==> src/rtl/reg_file_pkg.sv <==
// Shared types, defaults and parity helper for the 2R1W register file.
// Optional entry parity is enabled with REG_FILE_PARITY_EN.
package reg_file_pkg;

    typedef enum logic {IDLE, CLEAR} rfState_e;

    localparam int defWidth    = 16;
    localparam int defDepth    = 8;
    localparam int parMaxWidth = 256;

`ifdef REG_FILE_PARITY_EN
    localparam int parBits = 1;
`else
    localparam int parBits = 0;
`endif

    // Zero-extension leaves the XOR reduction unchanged.
    function automatic logic evenPar(input logic [parMaxWidth-1:0] d);
        return ^d;
    endfunction

endpackage

==> src/rtl/rf_read_port.sv <==
// One registered read port: range check, write-first bypass, output regs.
// Parity checking of the stored entry is added with REG_FILE_PARITY_EN.
module rf_read_port
    import reg_file_pkg::*;
#(
    parameter int WIDTH = defWidth,
    parameter int DEPTH = defDepth,
    parameter int ADDR  = $clog2(DEPTH)
) (
    input  logic                     clk,
    input  logic                     rst,
    input  logic                     Busy,
    input  logic                     RdEn,
    input  logic [ADDR-1:0]          RdAddr,
    input  logic                     WrEn,
    input  logic [ADDR-1:0]          WrAddr,
    input  logic [WIDTH-1:0]         WrData,
    input  logic [WIDTH+parBits-1:0] Mem [DEPTH],
    output logic [WIDTH-1:0]         RdData,
    output logic                     RdValid
`ifdef REG_FILE_PARITY_EN
    ,
    output logic                     RdErr
`endif
);

    logic                     accept;
    logic                     inRange;
    logic                     hit;
    logic [WIDTH+parBits-1:0] entry;
    logic [WIDTH-1:0]         dataNext;

    assign accept  = RdEn && !Busy;
    assign inRange = 32'(RdAddr) < DEPTH;
    assign hit     = WrEn && (WrAddr == RdAddr);
    assign entry   = Mem[RdAddr];

    // Out-of-range wins over bypass: such a write is dropped anyway.
    always_comb begin
        dataNext = entry[WIDTH-1:0];
        if (!inRange) begin
            dataNext = '0;
        end else if (hit) begin
            dataNext = WrData;
        end
    end

    always_ff @(posedge clk or posedge rst) begin
        if (rst) begin
            RdData  <= '0;
            RdValid <= 1'b0;
        end else begin
            RdValid <= accept;
            if (accept) begin
                RdData <= dataNext;
            end
        end
    end

`ifdef REG_FILE_PARITY_EN
    logic errNext;

    assign errNext = inRange && !hit &&
        (evenPar(parMaxWidth'(entry[WIDTH-1:0])) != entry[WIDTH]);

    always_ff @(posedge clk or posedge rst) begin
        if (rst) begin
            RdErr <= 1'b0;
        end else begin
            RdErr <= accept && errNext;
        end
    end
`endif

endmodule

==> src/rtl/reg_file_2r1w.sv <==
// Parametrised 2-read/1-write register file with hardware clear sequencer.
// Define REG_FILE_PARITY_EN to add per-entry parity, ParInj and RdErr0/1.
module reg_file_2r1w
    import reg_file_pkg::*;
#(
    parameter int WIDTH = defWidth,
    parameter int DEPTH = defDepth,
    parameter int ADDR  = $clog2(DEPTH)
) (
    input  logic             clk,
    input  logic             rst,
    input  logic             WrEn,
    input  logic [ADDR-1:0]  WrAddr,
    input  logic [WIDTH-1:0] WrData,
    input  logic             RdEn0,
    input  logic [ADDR-1:0]  RdAddr0,
    output logic [WIDTH-1:0] RdData0,
    output logic             RdValid0,
    input  logic             RdEn1,
    input  logic [ADDR-1:0]  RdAddr1,
    output logic [WIDTH-1:0] RdData1,
    output logic             RdValid1,
    input  logic             ClrReq,
    output logic             Busy
`ifdef REG_FILE_PARITY_EN
    ,
    input  logic             ParInj,
    output logic             RdErr0,
    output logic             RdErr1
`endif
);

    localparam int EW = WIDTH + parBits;

    rfState_e        state;
    rfState_e        stateNext;
    logic [ADDR-1:0] cnt;
    logic [ADDR-1:0] cntNext;
    logic [EW-1:0]   mem [DEPTH];
    logic [EW-1:0]   wrEntry;
    logic            wrOk;

    assign Busy = (state == CLEAR);
    assign wrOk = WrEn && !Busy && (32'(WrAddr) < DEPTH);

`ifdef REG_FILE_PARITY_EN
    assign wrEntry = {evenPar(parMaxWidth'(WrData)) ^ ParInj, WrData};
`else
    assign wrEntry = WrData;
`endif

    always_ff @(posedge clk or posedge rst) begin
        if (rst) begin
            state <= IDLE;
            cnt   <= '0;
        end else begin
            state <= stateNext;
            cnt   <= cntNext;
        end
    end

    always_comb begin
        stateNext = state;
        cntNext   = cnt;
        unique case (state)
            IDLE: begin
                if (ClrReq) begin
                    stateNext = CLEAR;
                    cntNext   = '0;
                end
            end
            CLEAR: begin
                cntNext = cnt + ADDR'(1);
                if (32'(cnt) == DEPTH - 1) begin
                    stateNext = IDLE;
                    cntNext   = '0;
                end
            end
            default: begin
                stateNext = IDLE;
            end
        endcase
    end

    // The clear walk owns the array while busy; user writes are dropped.
    always_ff @(posedge clk or posedge rst) begin
        if (rst) begin
            for (int i = 0; i < DEPTH; i++) begin
                mem[i] <= '0;
            end
        end else if (Busy) begin
            mem[cnt] <= '0;
        end else if (wrOk) begin
            mem[WrAddr] <= wrEntry;
        end
    end

    rf_read_port #(
        .WIDTH (WIDTH),
        .DEPTH (DEPTH),
        .ADDR  (ADDR)
    ) uPort0 (
        .clk     (clk),
        .rst     (rst),
        .Busy    (Busy),
        .RdEn    (RdEn0),
        .RdAddr  (RdAddr0),
        .WrEn    (WrEn),
        .WrAddr  (WrAddr),
        .WrData  (WrData),
        .Mem     (mem),
        .RdData  (RdData0),
        .RdValid (RdValid0)
`ifdef REG_FILE_PARITY_EN
        ,
        .RdErr   (RdErr0)
`endif
    );

    rf_read_port #(
        .WIDTH (WIDTH),
        .DEPTH (DEPTH),
        .ADDR  (ADDR)
    ) uPort1 (
        .clk     (clk),
        .rst     (rst),
        .Busy    (Busy),
        .RdEn    (RdEn1),
        .RdAddr  (RdAddr1),
        .WrEn    (WrEn),
        .WrAddr  (WrAddr),
        .WrData  (WrData),
        .Mem     (mem),
        .RdData  (RdData1),
        .RdValid (RdValid1)
`ifdef REG_FILE_PARITY_EN
        ,
        .RdErr   (RdErr1)
`endif
    );

endmodule

==> config.mk <==
export PLATFORM = sky130hd
export DESIGN_NAME = reg_file_2r1w
export DESIGN_NICKNAME = d
export VERILOG_FILES = /design/src/rtl/reg_file_pkg.sv /design/src/rtl/rf_read_port.sv /design/src/rtl/reg_file_2r1w.sv
export SDC_FILE = /design/constraint.sdc
export NUM_CORES = 1
export LEC_CHECK = 0
export CORE_AREA = 4 4 224 160
export CTS_BUF_LIST = sky130_fd_sc_hd__clkbuf_8
export DETAILED_ROUTE_END_ITERATION = 12
export DIE_AREA = 0 0 228 164
export DONT_BUFFER_PORTS = 1
export PLACE_DENSITY = 0.34
export SYNTH_ARGS = -nofsm -noshare
export SYNTH_HDL_FRONTEND = slang
export SYNTH_SLANG_ARGS = --single-unit
==> constraint.sdc <==
create_clock -name clk -period 13.1 [get_ports clk]
set_input_delay 2.62 -clock clk [delete_from_list [all_inputs] [get_ports clk]]
set_output_delay 2.62 -clock clk [all_outputs]
set_load 0.02 [all_outputs]
==> impl_report.txt <==
FLOW METRICS REPORT
----------------------------------------------------
[Placement]
  Routability congestion estimate from global placement ........................ 0.7432
  Cell total after placement ........................ 971
  Count of buffers inserted at the top-level ports ........................ 0

[Cells and area]
  Fraction of final layout cells with drive strength greater than 1 ........................ 0.1884
  Number of nets in the final layout ........................ 588
  Number of standard cells in the layout, taps in and fillers out ........................ 1,003
  Growth of design area from synthesis to finish ........................ 9.626%
  Register cell area after layout ........................ 0.004154 mm²
  Final Util ........................ 0.2741
  Filler Cell Count ........................ 3,313
  Diode count ........................ 0

[STA]
  Final Critical Period ........................ 3957 ps
  Number of max-slew violations in the final report ........................ 0
  Setup_tns ........................ 0 ps
  Highest attainable clock frequency ........................ 252.7 MHz
  Post-route clock period utilization ........................ 0.3021
  Count of endpoints failing hold in the final timing report ........................ 0
  Tightest slew margin relative to the limit ........................ 0.2354

[Routing]
  Number of design rule violations left after detail routing ........................ 0
  Detailed-route via count ........................ 5,613
  Count of antenna-violating nets left after detailed routing ........................ 0
  Initial detailed-routing violation count ........................ 547
  Final Routed Wirelength ........................ 30,660 µm
  Detailed-router iteration count before antenna repair ........................ 5

[Floorplan]
  Die X ........................ 228 µm
  Number of rows in the core area ........................ 56
  Initial core utilization ........................ 0.2501
  Core Region ........................ 0.03342 mm²
  Overall die height ........................ 164 µm
  Die footprint ........................ 0.03739 mm²
  Number of top-level pins ........................ 66

[Clock network]
  Number of hold buffers added after CTS ........................ 0
  Number of clock sinks seen by CTS ........................ 166
  Total number of H-tree levels ........................ 4
  CTS Buffer Depth ........................ 2
  Clock tree from TritonCTS ........................ done
  CTS resizes ........................ 0
  Insertion delay at the late pin of the worst-skew pair ........................ 470 ps

[Run status]
  Run status ........................ finished, final reports clean

[Pwr]
  Switching part of the total power ........................ 0.3617
  Clock group share of total power ........................ 0.254
  Relative contribution of combinational cells to total power ........................ 0.268
  Largest voltage drop on the vdd net ........................ 63.18 µV
  Internal power summed over all cells ........................ 1.165 mW
  P_sw ........................ 0.6599 mW
  Share of total power in sequential cells ........................ 0.478

[Critical path]
  Maximum net fanout on the critical path ........................ 9
  Data required, critical path ........................ 13,510 ps
  Worst Setup Start Kind ........................ input port
  Worst flop-to-flop path endpoint ........................ mem[126]$_DFFE_PP0P_
  Type of element capturing the critical path ........................ register
  Type of the setup path with the least slack ........................ input port to register
  Reg2reg setup slack ........................ 10,520 ps
  Reg-to-reg critical path startpoint ........................ Busy$_DFF_PP0_
  Arrival time of data at the critical path endpoint ........................ 4370 ps

[Worst hold path]
  Hold Crit Depth ........................ 1
  Critical hold path startpoint ........................ mem[121]$_DFFE_PP0P_
  Worst Hold Class ........................ register to register
  Worst hold path endpoint ........................ mem[121]$_DFFE_PP0P_

[Synth]
  Ys flops ........................ 166
  Dominant cell area share ........................ 0.4970
  Fraction of registers with async set or reset after synthesis ........................ 1.000
  Number of standard cells reported by yosys ........................ 590
  Synthesized area per cell ........................ 14.17 µm²
  Post-synthesis instance total ........................ 590
  Post-synth EDFFs ........................ 0
  Total cell area reported by yosys after synthesis ........................ 0.008358 mm²
  Top cells by area ........................ sky130_fd_sc_hd__dfrtp_1, sky130_fd_sc_hd__a22o_1, sky130_fd_sc_hd__mux4_2
  Yosys warning total ........................ 0
  Post-synthesis net count ........................ 623
  Sequential area share after synthesis ........................ 0.4970
  Most frequent cell after synthesis ........................ sky130_fd_sc_hd__dfrtp_1
  Most used DFF post-synth ........................ sky130_fd_sc_hd__dfrtp_1
  Synth unique cells ........................ 37
  Synth cell count leaders ........................ sky130_fd_sc_hd__dfrtp_1, sky130_fd_sc_hd__a22o_1, sky130_fd_sc_hd__mux4_2

[Flow run]
  Reported max-cap violation count ........................ 0
  Number of warnings the tools reported ........................ 26

[Global route]
  GRT Overall Usage ........................ 0.1640
  Number of global-route vias before repair ........................ 5,669
  Largest net degree at the start of global routing ........................ 90
  Number of antenna violations at the first check in global routing ........................ 0
  Wire length of the first global-routing pass ........................ 44,300 µm

----------------------------------------------------
[kinds of logic after synthesis]
group,synth area share
adder cells (fa/ha/maj),0.002994
AND-OR/OR-AND,0.1835
XOR/XNOR,0.006287
flip-flops,0.4970
multiplexers,0.2223
buffers and inverters,0.04895
AND/OR/NAND/NOR,0.03892
[per-stage QoR]
step | area, µm² | hold slack [ps]
CTS | 9163 | 525.3
global placement | 8675 | 490.2
finish | 9163 | 525.1
detailed placement | 8675 | 496.2
floorplan | 8358 | 471.0
global route | 9163 | 539.4
[critical path: stages]
cell,delay [ps]
sky130_fd_sc_hd__or3b_1,490
sky130_fd_sc_hd__nor3_2,720
sky130_fd_sc_hd__buf_4,350
sky130_fd_sc_hd__a22o_1,180
[power groups by stage]
stage	Clock (mW)	Sequential, mW	Combinational [mW]
2_1_floorplan	0	0.813	0.380
3_3_place_gp	0	0.875	0.482
3_5_place_dp	0	0.881	0.488
4_1_cts	0.471	0.872	0.490
5_1_grt	0.491	0.896	0.527
6_report	0.463	0.873	0.489
[layout by cell type (no fill, tap or decap), types with 12 or more instances in the layout]
master	n
sky130_fd_sc_hd__and2_1	12
sky130_fd_sc_hd__clkbuf_8	19
sky130_fd_sc_hd__a221oi_1	20
sky130_fd_sc_hd__a22o_1	128
sky130_fd_sc_hd__mux4_2	45
sky130_fd_sc_hd__inv_1	20
sky130_fd_sc_hd__nor2_1	26
sky130_fd_sc_hd__mux2_2	12
sky130_fd_sc_hd__mux4_1	19
sky130_fd_sc_hd__mux2i_1	21
sky130_fd_sc_hd__dfrtp_1	166
sky130_fd_sc_hd__a221o_1	12
[final cells by class]
type | instances | share of cell area
sequential | 166 | 0.4534
multi-input combinational | 340 | 0.4170
tap | 435 | 0.05940
clock buffer | 19 | 0.02854
clock inverter | 13 | 0.02472
inverter | 20 | 0.008740
timing repair buffer | 10 | 0.008193
[how the worst max path moves through the flow]
| stage | startpoint | to |
|---|---|---|
| 2_1_floorplan | rst | Busy$_DFF_PP0_ |
| 3_3_place_gp | WrAddr[0] | mem[115]$_DFFE_PP0P_ |
| 3_5_place_dp | WrAddr[0] | mem[115]$_DFFE_PP0P_ |
| 4_1_cts | WrAddr[0] | mem[121]$_DFFE_PP0P_ |
| 5_1_grt | rst | mem[98]$_DFFE_PP0P_ |
| 6_report | WrAddr[0] | mem[126]$_DFFE_PP0P_ |
[flip-flops by register name (all words and copies together) (netlist names)]
register / cells
mem: 128
uPort0.RdData: 16
uPort1.RdData: 16
cnt: 3
Busy: 1
uPort0.RdValid: 1
uPort1.RdValid: 1
[routing by layer]
metal / vias to the layer above / global-route usage / part of all wire
met3: 25 / 0.06883 / 0.091
met5: - / 0 / 0
met1: 3067 / 0.2283 / 0.46
li1: 2306 / - / -
met4: 0 / 0.02475 / 0.0095
met2: 215 / 0.2443 / 0.44
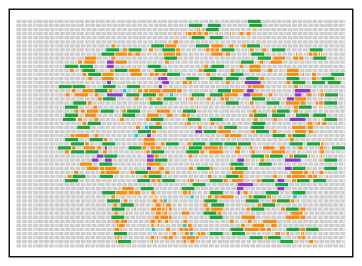
(images/cell_classes.png)
Scale: 1.5 px per µm. Fill, decap, tap and diode cells in grey.
all other logic: in orange, cells 360, share of their area 45%. other buffers and delay cells: in cyan, cells 10, share of their area 0.87%. flops: in green, cells 166, share of their area 48%. clock drivers and dummy loads: in purple, cells 32, share of their area 5.7%.

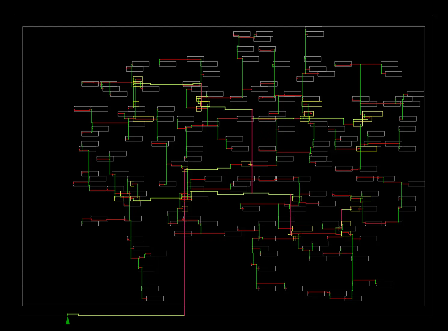
(images/final_clocks.png)
skew final: 12.64 ps
num sequential: 166
cts bufs inserted: 17

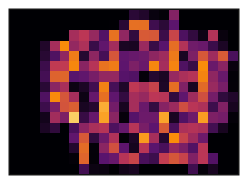
(images/density.png)
Scale: 1 px per µm. The die is cut into 23 by 16 equal tiles; black is low, pale yellow is high, 0 to 100% covered.
The mean over all tiles is 23%. The emptiest ninth of the die: bottom left. The fullest tile reaches 90%.

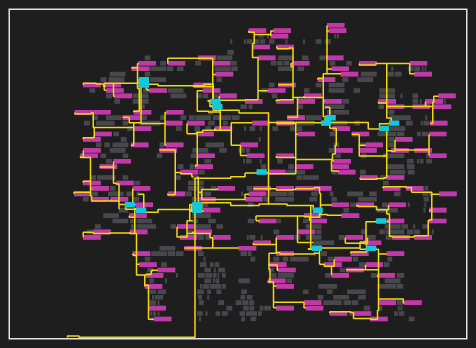
(images/clock_map.png)
Scale: 2 px per µm.
cells driving clock nets: in cyan, count 17. clock wires: in yellow, length 2,490 µm. flip-flops: in magenta, count 166.
There are 18 routed clock nets.

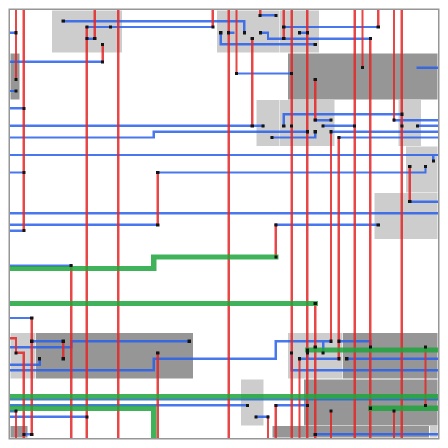
(images/zoom.png)
Window x 102 to 127, y 70 to 95 µm. Cells in grey, sequential cells in the stronger grey; small squares are vias.
met2: in red. met1: in blue. met3: in green.
Sequential cells in the window: 4. 14 logic cells have their middle in the window. Most frequent: dfrtp_1 (4), inv_1 (2), a22o_1 (2). Netlist names of flops here include mem (3), uPort0.RdData (1).

Power figures rest on the tool's default switching activity, not on a simulated workload.
